**src/rtl/audio_stereo_in.sv**
```systemverilog
`default_nettype none
// ============================================================================
// audio_stereo_in: stereo 1-bit bitstream receiver, ones-count decimation to
// packed PCM {left, right} with ready/ack handshake and sticky overrun.
// Revision: 1.0
// ============================================================================
module audio_stereo_in #(
  parameter int WIDTH       = 8,
  parameter int WINDOW      = 255,
  parameter int SYNC_STAGES = 2
) (
  input  logic               clk_audio,
  input  logic               aclr,
  input  logic               enable,
  input  logic               left,
  input  logic               right,
  output logic [2*WIDTH-1:0] stereo_pcm,
  output logic               stereo_pcm_rdy,
  input  logic               stereo_pcm_ack,
  output logic               overrun,
  input  logic               overrun_clr
);

  localparam int              CNT_W    = $clog2(WINDOW);
  localparam logic [CNT_W-1:0] LAST_CNT = CNT_W'(WINDOW - 1);

  logic [SYNC_STAGES-1:0] l_sync_q, l_sync_d;
  logic [SYNC_STAGES-1:0] r_sync_q, r_sync_d;
  logic [SYNC_STAGES-1:0] en_sync_q, en_sync_d;
  logic [CNT_W-1:0]       win_cnt_q, win_cnt_d;
  logic [WIDTH-1:0]       l_acc_q, l_acc_d;
  logic [WIDTH-1:0]       r_acc_q, r_acc_d;
  logic [2*WIDTH-1:0]     pcm_q, pcm_d;
  logic                   rdy_q, rdy_d;
  logic                   ovr_q, ovr_d;

  logic                   w_l_s;
  logic                   w_r_s;
  logic                   w_en;
  logic                   w_done;
  logic [WIDTH-1:0]       w_l_sum;
  logic [WIDTH-1:0]       w_r_sum;

  // Enable is delayed by the same depth as the data so a window starts exactly
  // when the first synchronized sample taken after enable reaches the adders.
  assign w_l_s   = l_sync_q[SYNC_STAGES-1];
  assign w_r_s   = r_sync_q[SYNC_STAGES-1];
  assign w_en    = en_sync_q[SYNC_STAGES-1];
  assign w_done  = w_en && (win_cnt_q == LAST_CNT);
  assign w_l_sum = l_acc_q + {{(WIDTH-1){1'b0}}, w_l_s};
  assign w_r_sum = r_acc_q + {{(WIDTH-1){1'b0}}, w_r_s};

  always_comb begin
    l_sync_d  = {l_sync_q[SYNC_STAGES-2:0], left};
    r_sync_d  = {r_sync_q[SYNC_STAGES-2:0], right};
    en_sync_d = {en_sync_q[SYNC_STAGES-2:0], enable};
    win_cnt_d = win_cnt_q;
    l_acc_d   = l_acc_q;
    r_acc_d   = r_acc_q;
    pcm_d     = pcm_q;
    rdy_d     = rdy_q;
    ovr_d     = ovr_q;

    if (!w_en) begin
      win_cnt_d = '0;
      l_acc_d   = '0;
      r_acc_d   = '0;
    end else if (w_done) begin
      win_cnt_d = '0;
      l_acc_d   = '0;
      r_acc_d   = '0;
      pcm_d     = {w_l_sum, w_r_sum};
    end else begin
      win_cnt_d = win_cnt_q + CNT_W'(1);
      l_acc_d   = w_l_sum;
      r_acc_d   = w_r_sum;
    end

    // A completion coinciding with ack is a transfer; without ack it is a loss.
    if (w_done) begin
      rdy_d = 1'b1;
    end else if (rdy_q && stereo_pcm_ack) begin
      rdy_d = 1'b0;
    end

    if (w_done && rdy_q && !stereo_pcm_ack) begin
      ovr_d = 1'b1;
    end else if (overrun_clr) begin
      ovr_d = 1'b0;
    end
  end

  always_ff @(posedge clk_audio) begin
    if (!aclr) begin
      l_sync_q  <= '0;
      r_sync_q  <= '0;
      en_sync_q <= '0;
      win_cnt_q <= '0;
      l_acc_q   <= '0;
      r_acc_q   <= '0;
      pcm_q     <= '0;
      rdy_q     <= 1'b0;
      ovr_q     <= 1'b0;
    end else begin
      l_sync_q  <= l_sync_d;
      r_sync_q  <= r_sync_d;
      en_sync_q <= en_sync_d;
      win_cnt_q <= win_cnt_d;
      l_acc_q   <= l_acc_d;
      r_acc_q   <= r_acc_d;
      pcm_q     <= pcm_d;
      rdy_q     <= rdy_d;
      ovr_q     <= ovr_d;
    end
  end

  assign stereo_pcm     = pcm_q;
  assign stereo_pcm_rdy = rdy_q;
  assign overrun        = ovr_q;

endmodule
`default_nettype wire

```
**config.mk**
```make
export PLATFORM = sky130hd
export DESIGN_NAME = audio_stereo_in
export DESIGN_NICKNAME = d
export VERILOG_FILES = /design/src/rtl/audio_stereo_in.sv
export SDC_FILE = /design/constraint.sdc
export NUM_CORES = 1
export LEC_CHECK = 0
export CELL_PAD_IN_SITES_DETAIL_PLACEMENT = 0
export CELL_PAD_IN_SITES_GLOBAL_PLACEMENT = 1
export CORE_MARGIN = 3
export CORE_UTILIZATION = 45
export DETAILED_ROUTE_END_ITERATION = 10
export GPL_TIMING_DRIVEN = 0
export MAX_ROUTING_LAYER = met4
export PLACE_DENSITY_LB_ADDON = 0.1
export SYNTH_ARGS = -nofsm -noshare
export SYNTH_HDL_FRONTEND = slang
export SYNTH_SLANG_ARGS = --single-unit
```
**constraint.sdc**
```tcl
create_clock -name clk_audio -period 2.55 [get_ports clk_audio]
set_input_delay 0.3825 -clock clk_audio [delete_from_list [all_inputs] [get_ports clk_audio]]
set_output_delay 0.3825 -clock clk_audio [all_outputs]
set_load 0.02 [all_outputs]
```
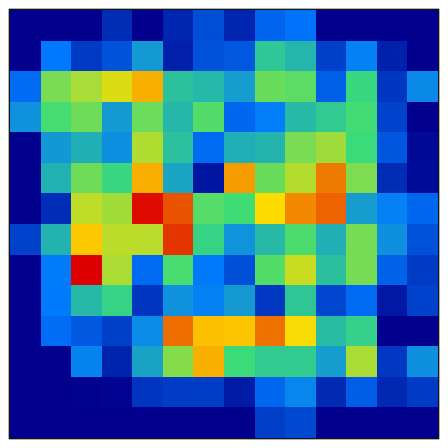
Fig. 1. Signal metal coverage by tile (run 1).
The die is cut into 14 by 14 equal tiles; dark blue is low, red is high, scaled to the fullest tile. Values are wire area over tile area, all layers added.
The mean over all tiles is 0.11. The emptiest ninth of the die: bottom left. The densest ninth of the die: middle. 19% of the tiles are nearly empty. 26% of the tiles are over half the peak. The fullest tile reaches 0.34.

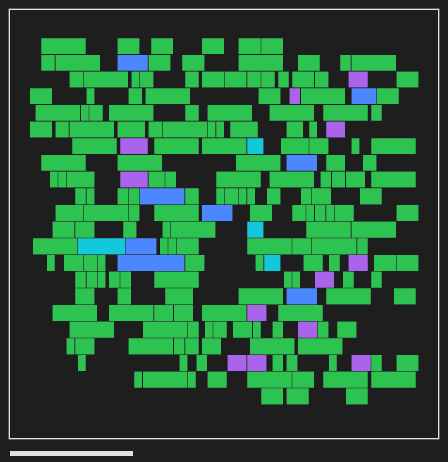
Fig. 2. Cell sizes after repair (run 1).
The bar under the picture is 20 um long.
Key: cyan = drive 3 to 4 [cells 4, share 1.9%, most used buf_4]; blue = drive 6 and up [cells 8, share 3.8%, most used clkbuf_8]; green = drive 1 or less [cells 185, share 89%, most used dfxtp_1]; purple = drive 2 [cells 12, share 5.7%, most used a21oi_2]
Non-clock buffers: 30
final design area excluding fillers: 2241 um2
crit path setup slack, layout: 0.8968 ns

==> flow_results.org, run 1 <==
#+TITLE: Flow metrics

** Cells and area
- Leaving out buffers and inverters, the combinational logic in the layout accounts for 812.0 um2.
- In the final design database the tool counted 221 nets.
- Final Non-Filler Cells :: 257
- The layout summary lists the proportion of cells stronger than drive strength 1 as 11.48%.
- Reg area :: 960.9 um2
- The repair_antennas step left the layout with diodes totalling 0.
- Synth-to-layout area growth :: 22.25%

** Routing
- The routed design has 3.373 mm of wire.
- Per the detail_route report, the via count comes to 1287.
- Drt initial violations :: 63
- Post-DRT Antenna Nets :: 0
- After detailed routing, the number of remaining DRC violations is 0.
- Length of the first detailed-routing pass in iterations :: 4
- Detail-routed net length per standard cell :: 13.12 um
- Dividing the detail-routed via count by the number of cells gives 5.008.

** Logic synthesis
- The synthesis report names the predominant flop master as dfxtp_1.
- Yosys printed 0 warnings.
- Yosys stat cell total :: 177
- By count the netlist is led by dfxtp_1 (48), nor2_1 (21), xor2_1 (14), nand3_1 (10).
- Biggest area cells :: dfxtp_1 (52%), xor2_1 (6.7%), a21oi_2 (4.3%)
- Synth area leader :: dfxtp_1
- Counting distinct cell types in the post-synthesis netlist gives 28.
- The synthesized netlist occupies a cell area of 1833 um2.
- Most popular library cell in the synthesized design by count :: dfxtp_1
- The share of synthesized area in the top cell type comes to 52.42%.
- Fraction of registers with async set or reset after synthesis :: 0%
- Flip-flop and latch count after synthesis :: 48
- For reference, the post-synthesis area per instance comes to 10.36 um2.
- Synthesis handed over a netlist of 177 instances.
- The synthesized design contains 0 enable-type register cells.
- Post-synthesis net count :: 190
- Sequential-to-total area share from yosys stat :: 52.42%
- Post-synthesis chip area from yosys :: 1833 um2

** Critical path
- The kind of cell with the highest combined delay along the critical path is buffers and inverters.
- Looking at the critical path, the single cell with the biggest stage delay is clkdlybuf4s50_1.
- Number of buffer and inverter instances along the worst setup path :: 1
- STA reports a reg2reg setup slack of 1.07 ns.
- Worst stage delay on the critical path :: 0.61 ns
- The required time at the worst endpoint is listed as 2.17 ns.
- The worst setup path is of the reg2out kind.
- The cell sequence reported for the critical path is clkdlybuf4s50_1.
- Critical path startpoint category :: flop
- The OpenROAD report gives the critical path a data arrival time of 1.27 ns.
- Critical path endpoint category :: primary output
- Crit path max fanout :: 2

** Clocking
- In this run, post-CTS repair resized a total of 0 instances.
- For the worst-skew pair, the clock arrives at the later sink with an insertion delay of 0.30 ns.
- Clock buffer count from CTS :: 5
- Cell chosen for the clock root :: clkbuf_8
- TritonCTS clock tree :: built
- According to the CTS report, the clock sink count is 48.
- Hold repair after CTS inserted 0 buffers.
- Worst-path clk slew :: 0.09 ns
- After clock tree synthesis, the setup repair step added 0 buffers.
- Maximum buffer depth of the clock tree :: 2
- In this run the number of H-tree levels came out at 2.

** Power
- PD cells :: 589.9 nW/um2
- Per the OpenROAD power report, leakage power amounts to 0.8443 nW.
- P_int :: 1.060 mW
- Sequential cells burn 57.2% of the power.
- Sw frac :: 19.82%
- Fraction of power consumed by the clock network :: 40.8%
- Peak ir drop on the vdd network :: 0.0004435 V
- The analysis attributes to net switching a power of 0.2621 mW.
- Looking at the power breakdown, combinational cells take 2.1% of the total.

** Timing
- Final setup viols :: 0
- Based on the critical path, the design can be clocked at up to 604.9 MHz.
- The worst-case max-slew headroom was logged as 72.55%.
- Fin Setup TNS :: 0 ns
- Per the final timing report, the hold violations number 0.
- Setup repair after global routing missed its margin :: no
- Least-Margin Pin Slew :: 0.4117 ns
- Largest clock skew in the final design :: 0.006450 ns
- Final critical delay including setup and external delays :: 1.653 ns
- Portion of the clock cycle consumed by the worst path in the final layout :: 64.83%
- Max-slew check failures listed in the final report amount to 0.

** Global route
- The first global-routing pass estimated 5.630 mm of wire.
- After global routing the overflow that remains totals 0.
- Pin count of the biggest net entering global routing :: 15
- Total routing resource utilization after global routing :: 14.95%
- The via count of the first global-routing pass came to 1228.
- The initial antenna violation count is 0.

** Die
- Number of top-level pins :: 25
- Chip area :: 4875 um2
- From bottom edge to top edge, the die measures 69.82 um.
- The total area inside the core boundary comes to 3799 um2.
- Before placement the cells fill 48.25% of the core.
- Measured along the x axis, the die boundary spans 69.82 um.

** Status
- The flow ran to the end, and the final reports show no timing, DRC or antenna violations.

** Place
- Worst slack at placement :: 0.8179 ns
- In this run, placement finished with an instance count of 249.
- Routability-driven placement finished with a final weighted congestion of 0.7691.
- In the placement report, post-DP HPWL is listed as 2.449 mm.
- Number of I/O port buffers :: 24

** Job
- The report counts max-capacitance violations totalling 0.
- The number of warnings reported in the stage logs is 27.

** Min path
- The min-delay analysis places its worst path in the category reg2reg.
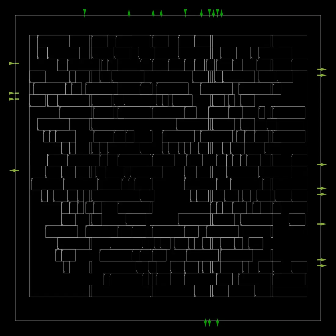
Fig. 3. Cell placement (run 1).
Flops: 48
row count: 22
final core occ: 58.99%
tap cell count: 48
tally of filler cells in the layout: 316

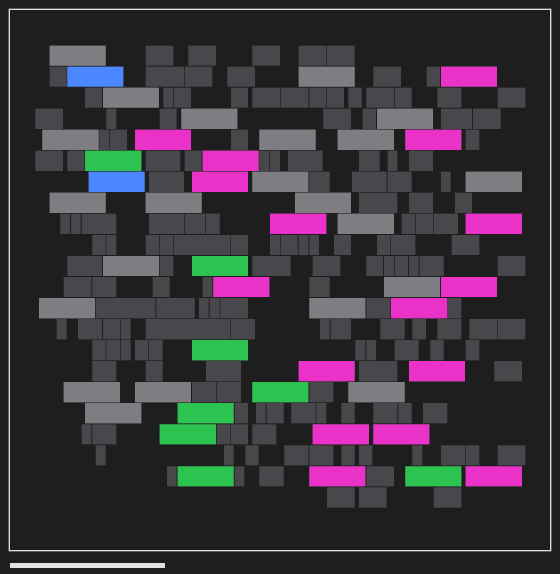
Fig. 4. Register map, names as in the netlist (run 1).
The bar under the picture is 20 um long.
Key: magenta = stereo_pcm [flops 16]; green = l_acc_q [flops 8]; blue = en_sync_q [flops 2]

[run 1: layout make-up]
cell class	instances	area share, %
sequential	48	42.88
multi-input combinational	118	36.24
timing repair buffer	24	10.72
clock buffer	6	3.238
tap	48	2.680
buffer	6	1.843
clock inverter	2	1.563
inverter	5	0.8375
[run 1: routing by layer]
| layer | vias up | track usage (%) | part of all wire, % |
|---|---|---|---|
| met5 | - | - | 0 |
| li1 | 658 | - | - |
| met2 | 18 | 23.29 | 49 |
| met3 | 8 | 3.913 | 3.0 |
| met4 | 0 | 6.383 | 1.7 |
| met1 | 603 | 18.27 | 46 |
[run 1: power by group through the flow]
stage | combinational (mW) | sequential, mW | clock [mW]
after global routing | 0.0304 | 0.756 | 0.578
after global placement | 0.0272 | 0.773 | 0
after floorplan | 0.0129 | 0.773 | 0
after detailed placement | 0.0277 | 0.774 | 0
final | 0.0275 | 0.756 | 0.539
after CTS | 0.0278 | 0.756 | 0.550
[run 1: layout by cell type, fill, tap and decap left out]
cell type and n:
a21oi_1 4, a21oi_2 9, and2_1 7, and3_1 3, and4_1 2, buf_4 3
buf_6 1, bufinv_16 1, clkbuf_1 3, clkbuf_8 5, clkdlybuf4s50_1 24, clkinv_2 1
dfxtp_1 48, ha_1 6, inv_1 5, mux2i_1 5, nand2_1 3, nand3_1 10
nand4_1 2, nand4_2 1, nand4_4 1, nor2_1 21, nor2_8 1, nor2b_1 9
o211ai_2 1, o21a_1 1, o21ai_0 4, o21ai_1 9, o31ai_1 1, or3_1 2
xnor2_1 2, xor2_1 14
[run 1: cells by family (layout without fill, tap and decap cells)]
kind of cell    after synthesis  after routing  share of synthesized area (%)
buf+inv                      11             43                          3.277
simple gates                 62             62                          19.39
fa+ha+maj                     6              6                          4.095
xor+xnor                     16             16                          7.645
mux                           5              5                          2.730
compound gates               29             29                          10.44
flops                        48             48                          52.42
[run 1: final timing paths]
path,from,endpoint,depth (start not counted)
max,stereo_pcm[9],stereo_pcm[9],1
min,l_sync_q[0],l_sync_q[1],1
max reg2reg,win_cnt_q[0],stereo_pcm[6],6
min reg2reg,l_sync_q[0],l_sync_q[1],1
[run 1: state kept, by name, indices dropped and copies added (netlist names)]
| register | flops |
|---|---|
| l_acc_q | 8 |
| stereo_pcm | 16 |
| r_acc_q | 8 |
| overrun | 1 |
| win_cnt_q | 8 |
| l_sync_q | 2 |
| stereo_pcm_rdy | 1 |
| en_sync_q | 2 |
| r_sync_q | 2 |
[run 1: through the flow]
step                      hold slack [ns]  area (um2)  total power [mW]
final                              0.4422        2241             1.322
after global routing               0.4591        2241             1.364
after CTS                          0.4460        2241             1.333
after detailed placement           0.4258        2133            0.8012
after global placement             0.4174        2133            0.8005
after floorplan                    0.4119        1833            0.7859
Fig. 5: run 1, clock wires, drivers and flops
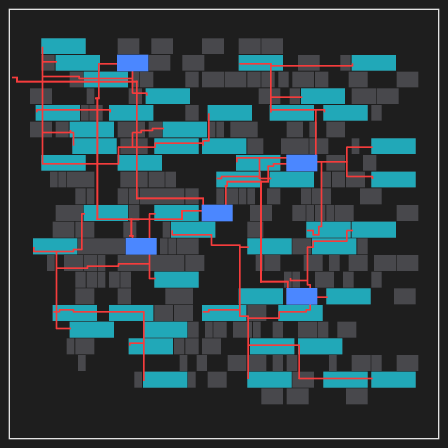

==> inputs of run 2 (changes only) <==
--- a/config.mk
+++ b/config.mk
@@ -8,7 +8,7 @@
 export CELL_PAD_IN_SITES_DETAIL_PLACEMENT = 0
 export CELL_PAD_IN_SITES_GLOBAL_PLACEMENT = 1
 export CORE_MARGIN = 3
-export CORE_UTILIZATION = 45
+export CORE_UTILIZATION = 37
 export DETAILED_ROUTE_END_ITERATION = 10
 export GPL_TIMING_DRIVEN = 0
 export MAX_ROUTING_LAYER = met4
==> constraint.sdc (replaced) <==
create_clock -name clk_audio -period 1.3 [get_ports clk_audio]
set_input_delay 0.195 -clock clk_audio [delete_from_list [all_inputs] [get_ports clk_audio]]
set_output_delay 0.195 -clock clk_audio [all_outputs]
set_load 0.02 [all_outputs]
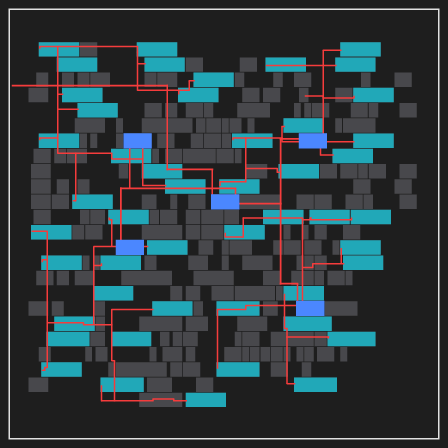
Fig. 6. Clock wires, drivers and flops (run 2).
Key: red = clock wires [length 565 um]; cyan = flip-flops [count 48]; blue = cells driving clock nets [count 5]
Position of the flops: spread over the die. There are 6 routed clock nets.
power drawn by the clock network: 0.820 mW
fraction of power consumed by the clock network: 34.6%
largest clock skew in the final design: 0.005780 ns
clock insertion delay at the later pin of the skew report: 0.29 ns

==> flow_results.org, run 2 <==
#+TITLE: Flow metrics

** Timing
- Least-Margin Pin Slew :: 0.3150 ns (was 0.4117 ns)
- The final setup TNS is -0.2104 ns (was 0 ns).
- The final setup slack of the worst path came to -0.04866 ns (was 0.8968 ns).
- Number of failing hold endpoints at the final stage :: 0 (unchanged)
- Portion of the clock cycle consumed by the worst path in the final layout :: 103.7%
- Setup repair after global routing missed its margin :: yes (was no)
- The relative slew slack was 78.93% (was 72.55%).
- The final number of max-transition violations was 0 (unchanged).
- The worst-case hold slack was 0.4414 ns (was 0.4422 ns).
- Highest clock frequency the design can meet :: 741.5 MHz
- Counting I/O delays and the setup requirement, the final critical path takes 1.349 ns.
- Final setup viols :: 7 (was 0)

** Place
- Number of I/O port buffers :: 24 (unchanged)
- The count of placed standard cells including taps is 266 (was 249).
- Gp weighted congestion :: 0.7971 (was 0.7691)
- Final HPWL DP :: 2.407 mm (was 2.449 mm)
- Post-detailed-placement cell area :: 2155 um2 (was 2133 um2)
- The worst slack at placement came to -0.2755 ns (was 0.8179 ns).

** Cells and area
- The flip-flop count of the largest register, all copies and words added is 16 (unchanged).
- The final cell count without fillers was 289 (was 257).
- Final design area excluding fillers :: 2524 um2 (was 2241 um2)
- Most instantiated logic cell after routing :: dfxtp_1 (unchanged)
- Final core occ :: 55.29% (was 58.99%)
- Synth-to-layout area growth :: 37.68% (was 22.25%)
- The number of diodes added for antenna fixing came to 0 (unchanged).
- Proportion of layout cells with a drive suffix above 1 :: 28.13% (was 11.48%)
- Commonest cells after routing, fill and taps aside :: dfxtp_1 (41), nor2_1 (21), dlygate4sd2_1 (18), xor2_1 (10), a21oi_2 (10) (was dfxtp_1 (48), clkdlybuf4s50_1 (24), nor2_1 (21), xor2_1 (14), nand3_1 (10))
- Total number of nets in the final design :: 237 (was 221)

** Power
- PD cells :: 939.4 nW/um2 (was 589.9 nW/um2)
- Leakage power of the design :: 1.039 nW (was 0.8443 nW)
- Post-route total power :: 2.371 mW (was 1.322 mW)
- Peak ir drop on the vdd network :: 0.0006243 V (was 0.0004435 V)

** Min path
- The worst min-delay path category is reg2reg (unchanged).

** Global route
- GRT busiest layer :: met2 (unchanged)
- The first-pass GRT wire length is 6.768 mm (was 5.630 mm).
- The via count of the first global-routing pass is 1362 (was 1228).
- The global routing usage summed across all routing layers came to 15.23% (was 14.95%).
- Antenna violations before repair :: 0 (unchanged)
- The global-route track usage on met3 was 3.664% (was 3.913%).
- Global routing usage on met1 :: 19.66% (was 18.27%)
- The met2 track demand over resource in global routing is 23.20% (was 23.29%).
- Pin count of the biggest net entering global routing :: 14 (was 15)
- Aggregate global routing overflow :: 0 (unchanged)

** Routing
- Avg Vias per Cell :: 4.744 (was 5.008)
- The post-detailed-route DRC marker count was 0 (unchanged).
- Total via count in the routed design :: 1371 (was 1287)
- The number of DRC markers in iteration 0 was 27 (was 63).
- Total Routed Length :: 3.983 mm (was 3.373 mm)
- The number of optimization iterations in the first detailed-route pass was 4 (unchanged).
- The count of nets left with antenna violations after detail routing came to 0 (unchanged).
- The routed length per placed instance came to 13.78 um (was 13.12 um).

** Critical path
- The arrival time at the worst endpoint is 1.54 ns (was 1.27 ns).
- The startpoint kind of the worst setup timing path is a flop (unchanged).
- Crit path DRT :: 1.49 ns (was 2.17 ns)
- Critical path class :: reg2reg (was reg2out)
- The peak fanout along the critical path came to 3 (was 2).
- The kind of end point of the critical path is a flop (was primary output).

** Job
- Max capacitance violation total :: 0 (unchanged)
- The count of warning messages emitted by the tools is 30 (was 27).

** Die
- Initial Utilization :: 40.16% (was 48.25%)
- Chip area :: 5835 um2 (was 4875 um2)
- The number of I/O pins came to 25 (unchanged).
- The chip height is 76.39 um (was 69.82 um).
- The number of placement rows came to 24 (was 22).
- The placeable core area came to 4564 um2 (was 3799 um2).
- Horizontal extent of the die :: 76.39 um (was 69.82 um)

** Clocking
- The cell at the root of the clock tree is clkbuf_8 (unchanged).
- The worst-case clock buffer depth came to 2 (unchanged).
- Sink count of the clock tree :: 48 (unchanged)
- The CTS tree is built (unchanged).
- H-tree Lvls :: 2 (unchanged)
- The TritonCTS buffer count came to 5 (unchanged).
- Worst-path clk slew :: 0.08 ns (was 0.09 ns)

** Status
- Run status :: finished with violations (was finished, final reports clean)
- Failing checks :: negative setup slack

** Logic synthesis
- Proportion of netlist area held by the largest area contributor :: 52.42% (unchanged)
- Most popular library cell in the synthesized design by count :: dfxtp_1 (unchanged)
- Sequential-to-total area share from yosys stat :: 52.42% (unchanged)
- The number of cells in the yosys synthesis report was 177 (unchanged).
- Flip-flop and latch count after synthesis :: 48 (unchanged)
- The warning count from the yosys run is 0 (unchanged).
- The arithmetic-cell share of the synthesized area counting full adders, half adders and majority gates came to 4.096% (unchanged).
- Mean cell area of the mapped netlist :: 10.36 um2 (unchanged)
- The AND-OR/OR-AND share of the synthesized area was 10.44% (unchanged).
- Share of cell area taken by muxes after synthesis :: 2.730% (unchanged)
- The post-synthesis cell type with the largest combined area is dfxtp_1 (unchanged).
- The area share of and/or/nand/nor cells after synthesis came to 19.39% (unchanged).
- The xor and xnor area share after synthesis is 7.645% (unchanged).
- Biggest area cells: dfxtp_1 (52%), xor2_1 (6.7%), a21oi_2 (4.3%) (unchanged).
- Most numerous cell types in the synthesized netlist: dfxtp_1 (48), nor2_1 (21), xor2_1 (14), nand3_1 (10) (unchanged).
- Largest non-sequential cell family by area :: simple AND/OR/NAND/NOR gates (unchanged)
- Post-synthesis chip area from yosys :: 1833 um2 (unchanged)
- Fraction of registers with async set or reset after synthesis :: 0% (unchanged)
- Number of flops mapped to enable cells by yosys :: 0 (unchanged)
- Most instantiated flip-flop cell in the synthesis netlist :: dfxtp_1 (unchanged)
- The tally of unique sky130hd cells used after synthesis came to 28 (unchanged).
- Cells after synthesis :: 177 (unchanged)
- The summed instance area of the synthesized netlist is 1833 um2 (unchanged).
- The synthesized net count is 190 (unchanged).
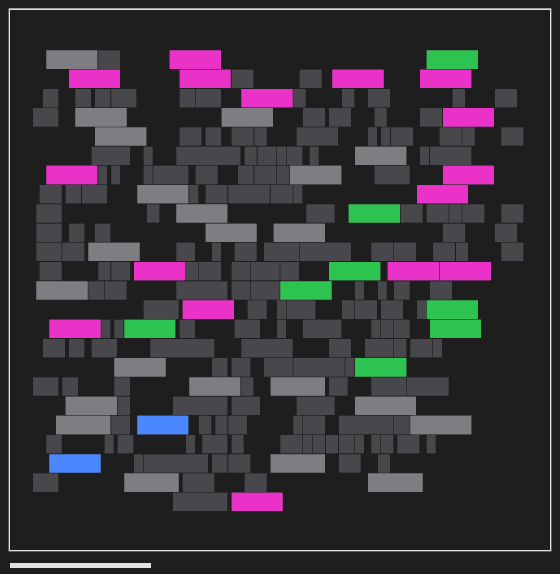
Fig. 7. Register map, names as in the netlist (run 2).
The bar under the picture is 20 um long.
flip-flop and latch power: 1.48 mW
Reg area: 974.7 um2

[run 2: cell type report]
| cell class | instances | area [um2] |
|---|---|---|
| tap | 65 | 81.33 |
| clock inverter | 1 | 5.005 |
| sequential | 48 | 974.7 |
| clock buffer | 6 | 72.57 |
| multi-input combinational | 118 | 922.1 |
| buffer | 4 | 32.53 |
| fill | 429 | 2041 |
| inverter | 5 | 18.77 |
| timing repair buffer | 42 | 416.7 |
[run 2: repair_timing]
| action | CTS | global route |
|---|---|---|
| pin swaps | 2 | 5 |
| setup endpoints to repair | 59 | 48 |
| setup buffers | 13 | 4 |
| gates cloned | 4 | 0 |
| resized | 52 | 16 |
| hold buffers | 0 | 0 |
[run 2: path summary, 6_finish.rpt]
path,start,to,slack (ns),cells after the start
worst max-delay path,win_cnt_q[1],stereo_pcm[10],-0.05,6
worst min-delay path,l_sync_q[0],l_sync_q[1],0.44,1
worst max register to register,win_cnt_q[1],stereo_pcm[10],-0.05,6
worst min register to register,l_sync_q[0],l_sync_q[1],0.44,1
[run 2: where the power goes]
group | switching, mW | total [mW] | leakage (nW) | internal [mW]
clock network | 0.453 | 0.820 | 0.0410 | 0.366
logic | 0.0306 | 0.0717 | 0.606 | 0.0410
registers | 0.00525 | 1.48 | 0.392 | 1.47
[run 2: critical path, cell delays in order, from the launching register on]
cell and delay, ns:
dfxtp_2 0.37, ha_4 0.16, nand4_4 0.14, buf_4 0.17
o21ai_1 0.14, o31ai_1 0.10, and2_1 0.17
[run 2: kinds of logic after synthesis]
kind of cell,count (synthesis)
simple gates,62
flops,48
compound gates,29
xor+xnor,16
buf+inv,11
fa+ha+maj,6
mux,5
[run 2: layer usage]
metal | vias to the layer above | wire, um
li1 | 681 | -
met3 | 7 | 175
met1 | 646 | 1830
met2 | 37 | 1925
met4 | 0 | 51
met5 | - | 0
Power is estimated from default activity; no workload was simulated.
